Fig. 1: run 1, sequential cells coloured by netlist name
Scale: 3 px per um.
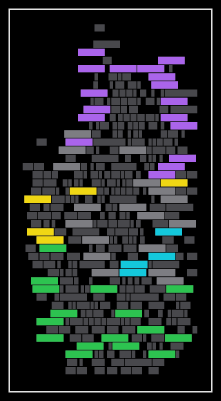
Fig. 2: run 1, routed metal, one colour a layer
Scale: 4 px per um.
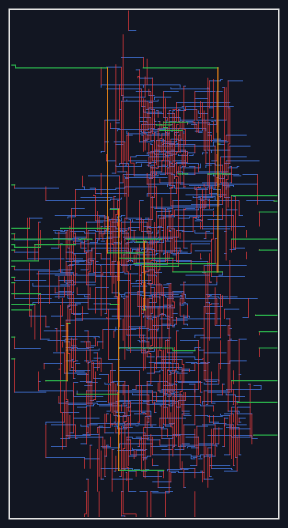
Fig. 3: run 1, port wiring
Scale: 4 px per um.
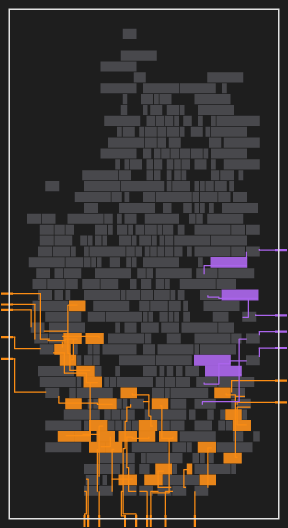
==> config.mk <==
export PLATFORM = sky130hd
export DESIGN_NAME = cnn_layer_scheduler
export DESIGN_NICKNAME = d
export VERILOG_FILES = /design/src/rtl/cnn_layer_scheduler.sv
export SDC_FILE = /design/constraint.sdc
export NUM_CORES = 1
export LEC_CHECK = 0
export ABC_CLOCK_PERIOD_IN_PS = 6400
export CAP_MARGIN = 5
export CORE_AREA = 4 4 63 123
export CTS_CLUSTER_SIZE = 25
export DETAILED_ROUTE_END_ITERATION = 12
export DIE_AREA = 0 0 67 127
export PLACE_DENSITY = 0.83
export SYNTH_ARGS = -nofsm -noshare
export SYNTH_HDL_FRONTEND = slang
export SYNTH_SLANG_ARGS = --single-unit
==> constraint.sdc <==
create_clock -name clk_in -period 6.4 [get_ports clk_in]
set_input_delay 1.92 -clock clk_in [delete_from_list [all_inputs] [get_ports clk_in]]
set_output_delay 1.92 -clock clk_in [all_outputs]
set_load 0.03 [all_outputs]
==> flow_summary.json, run 1 <==
{
  "p_total_mw": 1.22,
  "antenna_cells_inserted": 0,
  "arrival_ps": 4550,
  "globalRouteOverflowTotal": 0,
  "tritoncts_clock_tree": "yes",
  "detail_route.first_pass.iterations": 4,
  "report.final.setup_viol": 0,
  "cts-root-to-sink-buffers": 2,
  "timing.clock.skew_ps": 4.01,
  "timing.critical_path.required_ps": 6670,
  "p_leak_nw": 1.89,
  "cts_hold_buf": 0,
  "core_box_area_um2": 6830,
  "area_leaders": "sky130_fd_sc_hd__dfrtp_1 (44%), sky130_fd_sc_hd__ha_1 (10%), sky130_fd_sc_hd__mux2_2 (5.6%)",
  "grt_max_degree": 61,
  "cts_inserted_buffers": 9,
  "clkLatencyLatePin_ps": 330,
  "class_of_the_most_critical_hold_timing_path": "flop to flop",
  "dieWidth_um": 67,
  "ant_nets": 0,
  "largest_register_ffs": 17,
  "maxCapViolCount": 0,
  "wl_per_cell_um": 15.1,
  "outcome": "completed",
  "fin_area_um2": 4130,
  "synth.yosys.seq_area_share_pct": 44.2,
  "timing.critical_path.fanout_max": 5,
  "wire_length_of_the_first_global_routing_pass_um": 11900,
  "layout_worst_path_cycle_share_pct": 66.9,
  "synthTopCellsByCount": "sky130_fd_sc_hd__dfrtp_1 (60), sky130_fd_sc_hd__ha_1 (28), sky130_fd_sc_hd__nand2_1 (28), sky130_fd_sc_hd__nor2_1 (28), sky130_fd_sc_hd__inv_1 (26)",
  "ys_chip_area_um2": 3400,
  "ys.flop_type": "sky130_fd_sc_hd__dfrtp_1",
  "syn-cell-area_um2": 3400,
  "worst-slew-pin-transition_ps": 725,
  "path_buffers": 1,
  "whs_path_depth": 2,
  "crit_path_end_kind": "flop",
  "hold_violations": 0,
  "crit_cells": 8,
  "startpoint_type": "input pin",
  "ys.flops": 60,
  "path_delay_family": "multiplexers",
  "slew_viol_final": 0,
  "syn-mean-instance-area_um2": 10.4,
  "timing_worst_setup_path_type": "input pin to flop",
  "synth_async_sr_flop_share_pct": 100,
  "htreeDepth": 3,
  "number_of_synthesized_flops_with_an_enable_pin": 0,
  "worst_r2r_path_depth": 9,
  "number_of_warnings_in_the_stage_logs": 34,
  "antenna_found_initial": 0,
  "detail_route.iter0.violations": 193,
  "power_density_nw_per_um2": 294,
  "yosysCellCount": 325,
  "post_synth_num_cell_types": 53,
  "drive_gt1_share_pct": 12.7,
  "dieHeight_um": 127,
  "path_cells": "clkdlybuf4s50_1, ha_1, nand2_1, nor4_1, a221o_2, mux2i_1, mux2i_1, mux2_4",
  "viasPerCell": 5.59,
  "worst_path_largest_cell_delay_ps": 500,
  "cp_common_cell": "sky130_fd_sc_hd__mux2i_1",
  "ys_warn_count": 0
}
About Fig. 1:
signal	colour	flops
wd_reg	purple	17
best_reg	green	16
best_idx_reg	cyan	4
layer_start	yellow	5
not coloured	18
Seq. cell area: 1500 um2
utilization after layout: 60.5%
power in sequential cells: 0.445 mW
share of cell area taken by flip-flops and latches: 36.3%

About Fig. 2:
layer	colour	wire length
metal 3	green	349 um
metal 4	orange	194 um
metal 2	red	3530 um
metal 1	blue	2840 um
GRT Total Usage: 18.3%
Post-Route WL: 6910 um

About Fig. 3:
port	colour	bits	direction	end cells	buffers	wire
score_in	orange	16	input	31	16	469 um
class_idx	purple	4	output	4	4	99.9 um
IO Port Bufs: 36
I/O pin count: 37

run 1: through the flow:
step | hold WS [ps] | utilization, % | setup slack [ps] | cells
floorplan | 454 | - | 2390 | 325
global placement | 471 | 55.8 | 1980 | 443
detailed placement | 491 | 55.8 | 1850 | 443
CTS | 502 | 60.5 | 2180 | 459
global route | 524 | 60.5 | 1960 | 459
finish | 499 | 60.5 | 2120 | 459
run 1: final cells by class:
cell class / count / area (um2)
fillers: 560 / 2700
multi-input cells: 229 / 1730
flip-flops and latches: 60 / 1500
repair buffers: 38 / 370
clock buffers: 11 / 243
well taps: 90 / 113
inverters: 26 / 97.6
clock inverters: 5 / 75.1
run 1: routing by layer:
metal	track usage [%]	vias up	part of all wire, %
met5	0	-	0
met4	9.69	0	2.8
li1	-	1219	-
met3	5.28	15	5.0
met1	22.6	1266	41
met2	28.4	66	51
run 1: kinds of logic (layout without fill, tap and decap cells):
family	count (synthesis)	after routing	share of synthesized area (%)
buf+inv	36	80	4.75
compound gates	43	43	9.03
xor+xnor	16	16	4.13
flops	60	60	44.2
mux	28	28	9.47
fa+ha+maj	28	28	10.3
simple gates	114	114	18.1
run 1: worst register-to-register path: stages, from the launching register on:
cell	delay [ps]
sky130_fd_sc_hd__dfrtp_1	440
sky130_fd_sc_hd__ha_1	250
sky130_fd_sc_hd__ha_1	200
sky130_fd_sc_hd__nand2_1	100
sky130_fd_sc_hd__o21ai_0	90
sky130_fd_sc_hd__a311oi_1	370
sky130_fd_sc_hd__nand2_1	390
sky130_fd_sc_hd__or4_1	630
sky130_fd_sc_hd__xor2_1	140
sky130_fd_sc_hd__nor2_1	60
run 1: cells in the final DEF (no fill, tap or decap), types with 7 or more instances in the layout:
cell,synthesis,layout
sky130_fd_sc_hd__mux2i_1,7,7
sky130_fd_sc_hd__a21oi_1,9,9
sky130_fd_sc_hd__inv_1,26,26
sky130_fd_sc_hd__ha_1,28,28
sky130_fd_sc_hd__dfrtp_1,60,60
sky130_fd_sc_hd__mux2_2,17,17
sky130_fd_sc_hd__xor2_1,7,7
sky130_fd_sc_hd__nand2_1,28,28
sky130_fd_sc_hd__xnor2_1,9,9
sky130_fd_sc_hd__clkbuf_16,0,9
sky130_fd_sc_hd__and3_1,7,7
sky130_fd_sc_hd__nand4_1,8,8
sky130_fd_sc_hd__o21ai_0,11,11
sky130_fd_sc_hd__nor2_1,28,28
sky130_fd_sc_hd__clkdlybuf4s50_1,0,35
sky130_fd_sc_hd__nand3_1,12,12
run 1: power breakdown:
part	switching [mW]	total (mW)	leakage, nW	internal (mW)
Sequential	0.0342	0.445	0.828	0.411
Combinational	0.161	0.261	0.906	0.0995
Clock	0.162	0.511	0.159	0.349
==> inputs of run 2 (changes only) <==
ABC_CLOCK_PERIOD_IN_PS = 4300   (was 6400)
clock period = 4.3 ns   (was 6.4 ns; I/O delays follow)
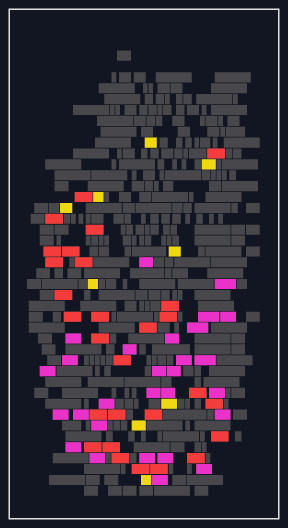
Fig. 4. Selected gate families (run 2).
Scale: 4 px per um.
family	colour	cells	most used
adder and majority cells	red	28	ha_1
AND-OR and OR-AND gates	yellow	9	a21o_1
multiplexers	magenta	28	mux2_2
Top cell excl fill/tap: sky130_fd_sc_hd__dfrtp_1
non-filler instance count after layout: 462
share of cell area taken by multi-input logic gates: 41.9%

==> flow_summary.json, run 2 <==
{
  "startpoint_type": "input pin",
  "rsz_0062_raised_after_global_routing": "false",
  "synthTopCellsByCount": "sky130_fd_sc_hd__dfrtp_1 (60), sky130_fd_sc_hd__ha_1 (28), sky130_fd_sc_hd__nand2_1 (28), sky130_fd_sc_hd__nor2_1 (28), sky130_fd_sc_hd__inv_1 (26)",
  "yosys.cell_count.top_type": "sky130_fd_sc_hd__dfrtp_1",
  "number_of_placed_instances_taps_included": 446,
  "syn-mean-instance-area_um2": 10.4,
  "hpwlAfterDp_um": 5140,
  "clockRootBuffer": "sky130_fd_sc_hd__clkbuf_16",
  "finalNetCount": 420,
  "class_of_the_most_critical_hold_timing_path": "flop to flop",
  "tritoncts_clock_tree": "yes",
  "largest_register_ffs": 17,
  "timing_worst_setup_path_type": "input pin to flop",
  "worst-slew-pin-transition_ps": 690,
  "crit_path_top_delay_cell": "sky130_fd_sc_hd__nor4_1",
  "area_leaders": "sky130_fd_sc_hd__dfrtp_1 (44%), sky130_fd_sc_hd__ha_1 (10%), sky130_fd_sc_hd__mux2_2 (5.6%)",
  "buffer_ports.inserted": 36,
  "drive_gt1_share_pct": 13.7,
  "viasPerCell": 5.58,
  "post_synthesis_mux_area_share_pct": 9.47,
  "timing.fmax_mhz": 287,
  "syn-cell-area_um2": 3400,
  "maxCapViolCount": 0,
  "cp_common_cell": "sky130_fd_sc_hd__mux2i_1",
  "power_density_nw_per_um2": 430,
  "p_leak_nw": 1.90,
  "globalRouteOverflowTotal": 0,
  "htreeDepth": 3,
  "dieWidth_um": 67,
  "detail_route.first_pass.iterations": 4,
  "path_buffers": 1,
  "synth_xor_xnor_area_share_pct": 4.13,
  "synth_nets": 378,
  "gp_routability_congestion": 0.809,
  "grt_max_degree": 33,
  "chip_area_um2": 8510,
  "synth_largest_type_area_fraction_pct": 44.2,
  "ys.flops": 60,
  "number_of_synthesized_flops_with_an_enable_pin": 0,
  "max_transition_margin_pct": 54.0,
  "netlist_instances": 325,
  "final.hold.worst_slack_ps": 502,
  "cts_resized": 0,
  "post_synth_num_cell_types": 53,
  "layout_worst_path_cycle_share_pct": 81.0,
  "synth.yosys.seq_area_share_pct": 44.2,
  "power.ir.vdd_worst_mv": 0.257,
  "cts-root-to-sink-buffers": 2,
  "path_delay_family": "multiplexers",
  "yosysCellCount": 325,
  "clk_pin_slew_ps": 50,
  "setup-tns-final_ps": 0,
  "timing.clock.skew_ps": 4.27,
  "initial_utilization_pct": 49.7,
  "cts_setup_buffers": 0,
  "synthTopLogicFamily": "simple AND/OR/NAND/NOR gates",
  "path_cells": "clkdlybuf4s50_1, ha_1, nand3_1, nor4_1, a221o_2, mux2i_1, mux2i_1, mux2_4",
  "antenna_cells_inserted": 0,
  "timing.critical_path.fanout_max": 4,
  "worst_r2r_path_depth": 11,
  "yosys.area_share.simple_pct": 18.1,
  "slew_viol_final": 0,
  "post_synth_fa_ha_maj_area_fraction_pct": 10.3,
  "crit_cells": 8,
  "number_of_warnings_in_the_stage_logs": 34,
  "p_total_mw": 1.78,
  "fin_crit_ps": 3480,
  "cts.sinks": 60,
  "worst_path_largest_cell_delay_ps": 460,
  "syn_to_final_growth_pct": 21.9,
  "detail_route.iter0.violations": 198,
  "timing.critical_path.required_ps": 4520,
  "clkLatencyLatePin_ps": 330,
  "std_cell_rows": 43,
  "cts_inserted_buffers": 9,
  "core_box_area_um2": 6830,
  "ant_nets": 0,
  "netlist.top_cell.by_area": "sky130_fd_sc_hd__dfrtp_1",
  "synth_async_sr_flop_share_pct": 100,
  "r2r_slack_ps": 1690,
  "final_layout_top_logic_cells": "sky130_fd_sc_hd__dfrtp_1 (60), sky130_fd_sc_hd__clkdlybuf4s50_1 (35), sky130_fd_sc_hd__nand2_1 (28), sky130_fd_sc_hd__nor2_1 (28), sky130_fd_sc_hd__ha_1 (28)",
  "antenna_found_initial": 0,
  "cts_hold_buf": 0,
  "ys.flop_type": "sky130_fd_sc_hd__dfrtp_1",
  "yosys.area_share.aoi_pct": 9.03,
  "wire_length_of_the_first_global_routing_pass_um": 12600,
  "route.detailed.drc": 0,
  "outcome": "completed",
  "grt_pass1_vias": 2709,
  "ys_chip_area_um2": 3400,
  "report.final.setup_viol": 0,
  "ys_warn_count": 0,
  "arrival_ps": 3700,
  "whs_path_depth": 1,
  "dieHeight_um": 127,
  "crit_path_end_kind": "flop",
  "hold_violations": 0,
  "io_pins": 37
}
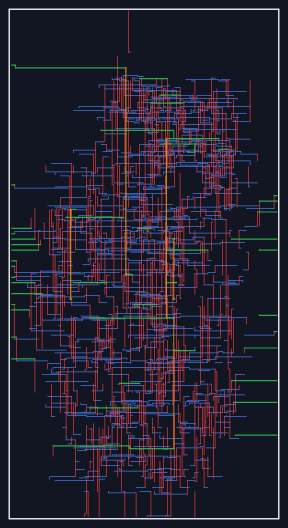
Fig. 5. Routed metal, one colour a layer (run 2).
Scale: 4 px per um.
layer	colour	wire length
metal 4	orange	167 um
metal 3	green	344 um
metal 1	blue	2940 um
metal 2	red	3460 um
Routed wire per std cell: 15.0 um
vias after detailed routing: 2579
Post-Route WL: 6920 um
GRT Total Usage: 19.1%

## run 2: power by group
part / internal, mW / total [mW] / switching [mW] / leakage [nW]
sequential: 0.611 / 0.659 / 0.0476 / 0.828
clock: 0.475 / 0.718 / 0.244 / 0.155
combinational: 0.160 / 0.405 / 0.245 / 0.920
total: 1.25 / 1.78 / 0.537 / 1.90
## run 2: routing by layer
layer	part of all wire [%]	GRT usage (%)	up-vias	wire (um)
met2	50	29.1	63	3460
li1	-	-	1233	-
met3	5.0	6.07	13	344
met5	0	0	-	0
met4	2.4	8.01	0	166
met1	43	24.7	1270	2940
## run 2: stage by stage
stage,cell area [um2],setup WS (ps),utilization (%)
2_1_floorplan,3400,917,-
3_3_place_gp,3840,517,56.2
3_5_place_dp,3840,480,56.2
4_1_cts,4140,806,60.6
5_1_grt,4140,664,60.6
6_report,4140,817,60.6
## run 2: worst reg2reg max path, delay by kind of cell, from the launching register on
| family | cells | cell delay [ps] |
|---|---|---|
| simple gates | 4 | 670 |
| xor+xnor | 1 | 180 |
| flops | 1 | 430 |
| fa+ha+maj | 2 | 450 |
| buf+inv | 2 | 390 |
| compound gates | 2 | 340 |
## run 2: kinds of logic after synthesis
logic type / Yosys count
flops: 60
mux: 28
fa+ha+maj: 28
xor+xnor: 16
buf+inv: 36
simple gates: 114
compound gates: 43
## run 2: area by class of cell
cell class	count	area (um2)
Clock buffer	11	253
Clock inverter	5	50.0
Fill cell	572	2690
Inverter	26	97.6
Multi-Input combinational cell	229	1730
Sequential cell	60	1500
Tap cell	90	113
Timing Repair Buffer	41	393
Power is estimated from default activity; no workload was simulated.
